--- config.mk ---
export PLATFORM = sky130hd
export DESIGN_NAME = user_btn_debounce
export DESIGN_NICKNAME = d
export VERILOG_FILES = /design/src/rtl/user_btn_debounce.sv
export SDC_FILE = /design/constraint.sdc
export NUM_CORES = 1
export LEC_CHECK = 0
export ABC_AREA = 0
export CORE_MARGIN = 2
export CORE_UTILIZATION = 61
export CTS_CLUSTER_DIAMETER = 200
export DETAILED_ROUTE_END_ITERATION = 8
export GPL_ROUTABILITY_DRIVEN = 0
export GPL_TIMING_DRIVEN = 0
export PLACE_DENSITY = 0.79
export SLEW_MARGIN = 0
export SYNTH_ARGS = -nofsm -noshare
export SYNTH_HDL_FRONTEND = slang
export SYNTH_SLANG_ARGS = --single-unit
--- constraint.sdc ---
create_clock -name sys_clk -period 3.1 [get_ports sys_clk]
set_input_delay 0.31 -clock sys_clk [delete_from_list [all_inputs] [get_ports sys_clk]]
set_output_delay 0.31 -clock sys_clk [all_outputs]
set_load 0.02 [all_outputs]
--- src/rtl/user_btn_debounce.sv ---
// User push-button conditioner.
//
// The raw pad is normalised to pressed=1, synchronised into sys_clk, and then
// debounced by a stable-count filter. A three-state FSM (idle / held / long)
// turns the clean level into single-cycle events.
//
// Ports:
//   sys_clk      in   system clock, all logic on the rising edge
//   sys_rst      in   synchronous active-high reset
//   user_btn     in   raw asynchronous button pad
//   btn_level    out  debounced level, 1 = pressed
//   press        out  one-cycle pulse on debounced press
//   btn_release  out  one-cycle pulse on debounced release ('release' is a
//                     reserved word, hence the prefix)
//   short_click  out  one-cycle pulse on a release before long_press fired
//   long_press   out  one-cycle pulse when a hold reaches LONG_CYCLES
module user_btn_debounce #(
  parameter int unsigned SYNC_STAGES     = 2,
  parameter int unsigned DEBOUNCE_CYCLES = 1250000,
  parameter int unsigned LONG_CYCLES     = 125000000,
  parameter int unsigned ACTIVE_HIGH     = 1
) (
  input  logic sys_clk,
  input  logic sys_rst,
  input  logic user_btn,
  output logic btn_level,
  output logic press,
  output logic btn_release,
  output logic short_click,
  output logic long_press
);

  localparam int unsigned DbW   = $clog2(DEBOUNCE_CYCLES + 1);
  localparam int unsigned HoldW = $clog2(LONG_CYCLES + 1);

  localparam logic [DbW-1:0]   DbLast   = DbW'(DEBOUNCE_CYCLES - 1);
  localparam logic [HoldW-1:0] HoldLast = HoldW'(LONG_CYCLES - 1);

  typedef enum logic [1:0] {
    StIdle,
    StHeld,
    StLong
  } state_e;

  // ---------------------------------------------------------------------------
  // Polarity normalisation and synchroniser
  // ---------------------------------------------------------------------------
  logic                   pad_pressed;
  logic [SYNC_STAGES-1:0] sync_q;
  logic                   sample;

  assign pad_pressed = (ACTIVE_HIGH != 0) ? user_btn : ~user_btn;
  assign sample      = sync_q[SYNC_STAGES-1];

  // Reset value 0 is the released level after normalisation.
  always_ff @(posedge sys_clk) begin
    if (sys_rst) begin
      sync_q <= '0;
    end else begin
      sync_q <= {sync_q[SYNC_STAGES-2:0], pad_pressed};
    end
  end

  // ---------------------------------------------------------------------------
  // Stable-count filter
  // ---------------------------------------------------------------------------
  logic [DbW-1:0] db_cnt_q, db_cnt_d;
  logic           level_q, level_d;
  logic           toggle;
  logic           rise;
  logic           fall;

  // Any sample matching the current level restarts the count, so only an
  // uninterrupted run of DEBOUNCE_CYCLES differing samples flips the level.
  always_comb begin
    db_cnt_d = db_cnt_q;
    level_d  = level_q;
    toggle   = 1'b0;
    if (sample == level_q) begin
      db_cnt_d = '0;
    end else if (db_cnt_q == DbLast) begin
      toggle   = 1'b1;
      level_d  = ~level_q;
      db_cnt_d = '0;
    end else begin
      db_cnt_d = db_cnt_q + DbW'(1);
    end
  end

  assign rise = toggle & ~level_q;
  assign fall = toggle & level_q;

  always_ff @(posedge sys_clk) begin
    if (sys_rst) begin
      db_cnt_q <= '0;
      level_q  <= 1'b0;
    end else begin
      db_cnt_q <= db_cnt_d;
      level_q  <= level_d;
    end
  end

  // ---------------------------------------------------------------------------
  // Event FSM
  // ---------------------------------------------------------------------------
  state_e           state_q, state_d;
  logic [HoldW-1:0] hold_cnt_q, hold_cnt_d;
  logic             press_q, press_d;
  logic             release_q, release_d;
  logic             short_q, short_d;
  logic             long_q, long_d;

  // State register; event outputs are registered so they line up with the
  // btn_level edge.
  always_ff @(posedge sys_clk) begin
    if (sys_rst) begin
      state_q    <= StIdle;
      hold_cnt_q <= '0;
      press_q    <= 1'b0;
      release_q  <= 1'b0;
      short_q    <= 1'b0;
      long_q     <= 1'b0;
    end else begin
      state_q    <= state_d;
      hold_cnt_q <= hold_cnt_d;
      press_q    <= press_d;
      release_q  <= release_d;
      short_q    <= short_d;
      long_q     <= long_d;
    end
  end

  // Next state. A fall takes priority over the hold terminal count; the
  // counter stops at HoldLast so it never wraps.
  always_comb begin
    state_d    = state_q;
    hold_cnt_d = hold_cnt_q;
    unique case (state_q)
      StIdle: begin
        if (rise) begin
          state_d    = StHeld;
          hold_cnt_d = '0;
        end
      end
      StHeld: begin
        if (fall) begin
          state_d    = StIdle;
          hold_cnt_d = '0;
        end else if (hold_cnt_q == HoldLast) begin
          state_d = StLong;
        end else begin
          hold_cnt_d = hold_cnt_q + HoldW'(1);
        end
      end
      StLong: begin
        if (fall) begin
          state_d    = StIdle;
          hold_cnt_d = '0;
        end
      end
      default: begin
        state_d    = StIdle;
        hold_cnt_d = '0;
      end
    endcase
  end

  // Event outputs, computed with the same priorities as the next state.
  always_comb begin
    press_d   = 1'b0;
    release_d = 1'b0;
    short_d   = 1'b0;
    long_d    = 1'b0;
    unique case (state_q)
      StIdle: begin
        press_d = rise;
      end
      StHeld: begin
        if (fall) begin
          release_d = 1'b1;
          short_d   = 1'b1;
        end else if (hold_cnt_q == HoldLast) begin
          long_d = 1'b1;
        end
      end
      StLong: begin
        release_d = fall;
      end
      default: begin
        press_d = 1'b0;
      end
    endcase
  end

  assign btn_level   = level_q;
  assign press       = press_q;
  assign btn_release = release_q;
  assign short_click = short_q;
  assign long_press  = long_q;

endmodule

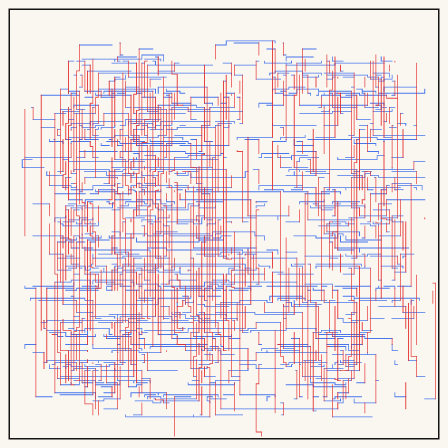
*Metal layers overlaid*
Two of the layers only.
color	layer	wire length
red	met2	3270 um
blue	met1	2930 um
routed vias: 2625
WL per Instance: 15.9 um
final WL: 6740 um
gr usage total: 28.7%

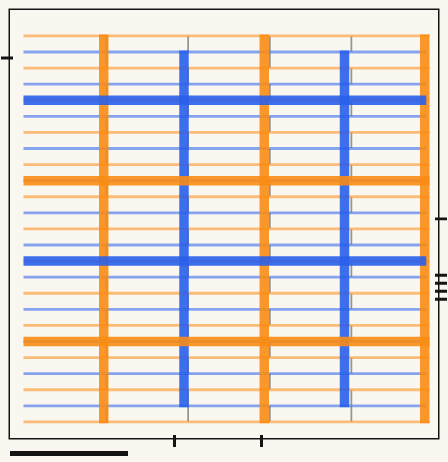
*Supply network*
The bar under the picture is 20 um long. Pins as bars on the die edge. Tap cells in gray.
color	net
blue	VDD
orange	VSS
signal pins	8
met4 straps	5
rows	24
peak supply drop: 0.417 mV
core box area: 4440 um^2
chip height: 72.4 um

==> deck_impl_summary.md <==
Synthesis and Place & Route Summary

Status
  – Status: complete, no violations

Global routing
  – Largest net degree at the start of global routing: 11
  – Met3 usage: a little over a tenth
  – GRT overflow: 0
  – Vias in the first global route: approximately 2400
  – Initial antenna violation count: 0
  – Met1 GRT Util: around 34%

Power and ir drop
  – Comb pwr share: between 6 and 7%
  – Clk pwr share: 47.1%
  – PwrDens: 496 nW/um^2
  – Leakage power: approximately 1 nW
  – Power Clock: 0.747 mW
  – Total power: 1.59 mW
  – Combinational power: approximately 0.1 mW

Routing
  – Wl on met1: ~2900 um
  – DRT iter0 DRCs: roughly 200
  – Met3 routed WL: approximately 430 um
  – WL met2: 3270 um
  – DRT Pass-1 Iters: 5
  – Top Metal Used: met4
  – DRC Markers: 0
  – Vias/cell: roughly 6.2
  – Final antenna-violating net count: 0

Critical path
  – Arrival @ worst endpoint: between 3000 and 4000 ps
  – Crit end category: flip-flop
  – R2r worst-path depth: 9
  – Worst Path Buf+Inv: 2
  – Worst-path fanout max: 7
  – CP top delay family: AND-OR/OR-AND gates
  – Crit Path Class: reg -> reg
  – CP required: 3370 ps
  – Most frequent CP cell: clkbuf_1
  – Slowest cell on the critical path: o21ai_1
  – Worst r2r src: hold_cnt_q[0]$_SDFFE_PP0P_
  – CP Launch Type: flip-flop
  – Cells along the critical path: ha_1 > and4_1 > clkbuf_1 > nand2_1 > or3_1 > clkbuf_1 > o21ai_1 > o21ai_0 > a21oi_1

STA
  – Final period util: 92.3%
  – Worst slew pin tran: about 620 ps
  – Endpoints failing hold: 0
  – Clk_skew: between 10 and 15 ps
  – Max Fclk: 349 MHz

Synthesis
  – Syn avg cell area: approximately 8.2 um^2
  – Yosys stat chip area: about 2900 um^2
  – YS warnings: 0
  – Yosys Instances: about 350
  – Nets at Floorplan: between 300 and 400
  – Top-count cell post-synth: dfxtp_1
  – Top cells by area: dfxtp_1 (40%), a21oi_1 (6.5%), nor2_1 (4.3%), o21ai_0 (4.0%), nand2_1 (3.4%)
  – Ys flops: between 50 and 60
  – Top cells by count: dfxtp_1 (57), a21oi_1 (37), nor2_1 (33), nand2_1 (26), o21ai_0 (23)
  – Synth Flop Type: dfxtp_1
  – Netlist cell types: between 40 and 50
  – Instance count of the mapped netlist: around 350
  – Synth top area share: approximately 40%

Clock network
  – Setup repair bufs after CTS: 0
  – Clock Tree Buf Depth: 2
  – Post-CTS Hold Fix Bufs: 0
  – CTS tree: done
  – Sink Count: between 50 and 60
  – Clock Tree Root: clkbuf_8

Layout
  – Most numerous logic cell after layout: dfxtp_1
  – Share of post-route cells with drive strength above 1: under 10%
  – Post-route cell area: around 3200 um^2
  – Most numerous logic cells after layout: dfxtp_1 (57), a21oi_1 (37), nor2_1 (33)
  – Fin cells: around 420
  – Final core utilization: a little under three quarters

Hold path
  – Hold Path End: sync_q[1]$_SDFF_PP0_
  – Hold path cells: 1
  – Hold crit path type: reg -> reg

Job
  – Tool Warnings: 28
  – Maxcap violations: 0

Place
  – DP HPWL: around 4600 um
  – Placed Instances: between 400 and 500
  – PortBufs: 7
  – Pre-CTS WS: around 400 ps

Die
  – Initial core utilization: approximately 64%
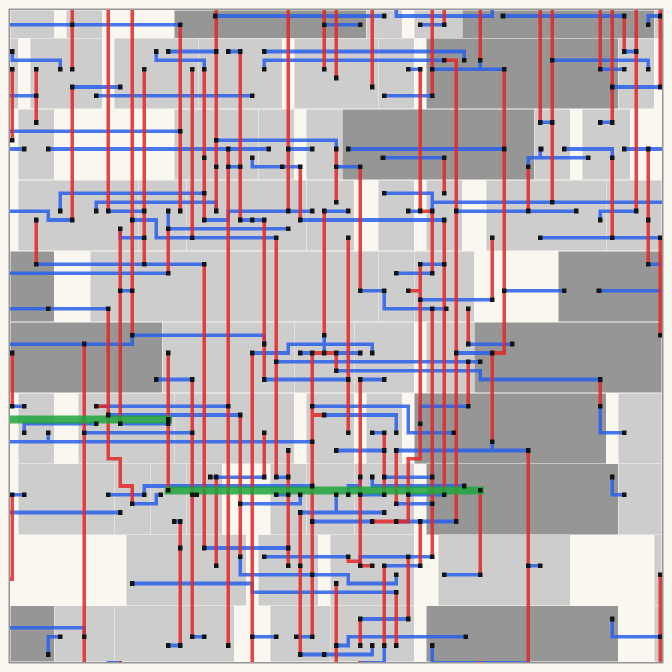
*Zoomed window*
Region (42, 6) to (67, 31) um. Cells in gray, sequential cells in the stronger gray; small squares are vias.
color	layer
blue	met1
green	met3
red	met2
most frequent	dfxtp_1 (8), nand2_1 (5)
sequential cells in the window	8
netlist names of flops here include	db_cnt_q (3)
cells with their middle in the window	55

==> kinds of logic (layout without fill, tap and decap cells) <==
logic type	Yosys count	after routing	share of synthesized area [%]
simple gates	163	163	32.3
compound gates	85	85	17.4
flops	57	57	40.0
buf+inv	21	44	2.89
xor+xnor	16	16	4.91
fa+ha+maj	5	5	2.19
mux	1	1	0.351
==> registers in the layout, indices dropped and copies added (netlist names) <==
signal,flops
btn_release,1
btn_level,1
long_press,1
state_q,2
short_click,1
sync_q,2
press,1
hold_cnt_q,27
db_cnt_q,21
==> final cells by class <==
cell class | count | share of cell area, %
multi-input combinational | 270 | 51.0
sequential | 57 | 35.7
clock buffer | 9 | 3.87
clock inverter | 7 | 2.66
timing repair buffer | 7 | 2.19
tap | 52 | 2.04
buffer | 16 | 2.00
inverter | 5 | 0.587
Power and IR drop assume default switching activity.
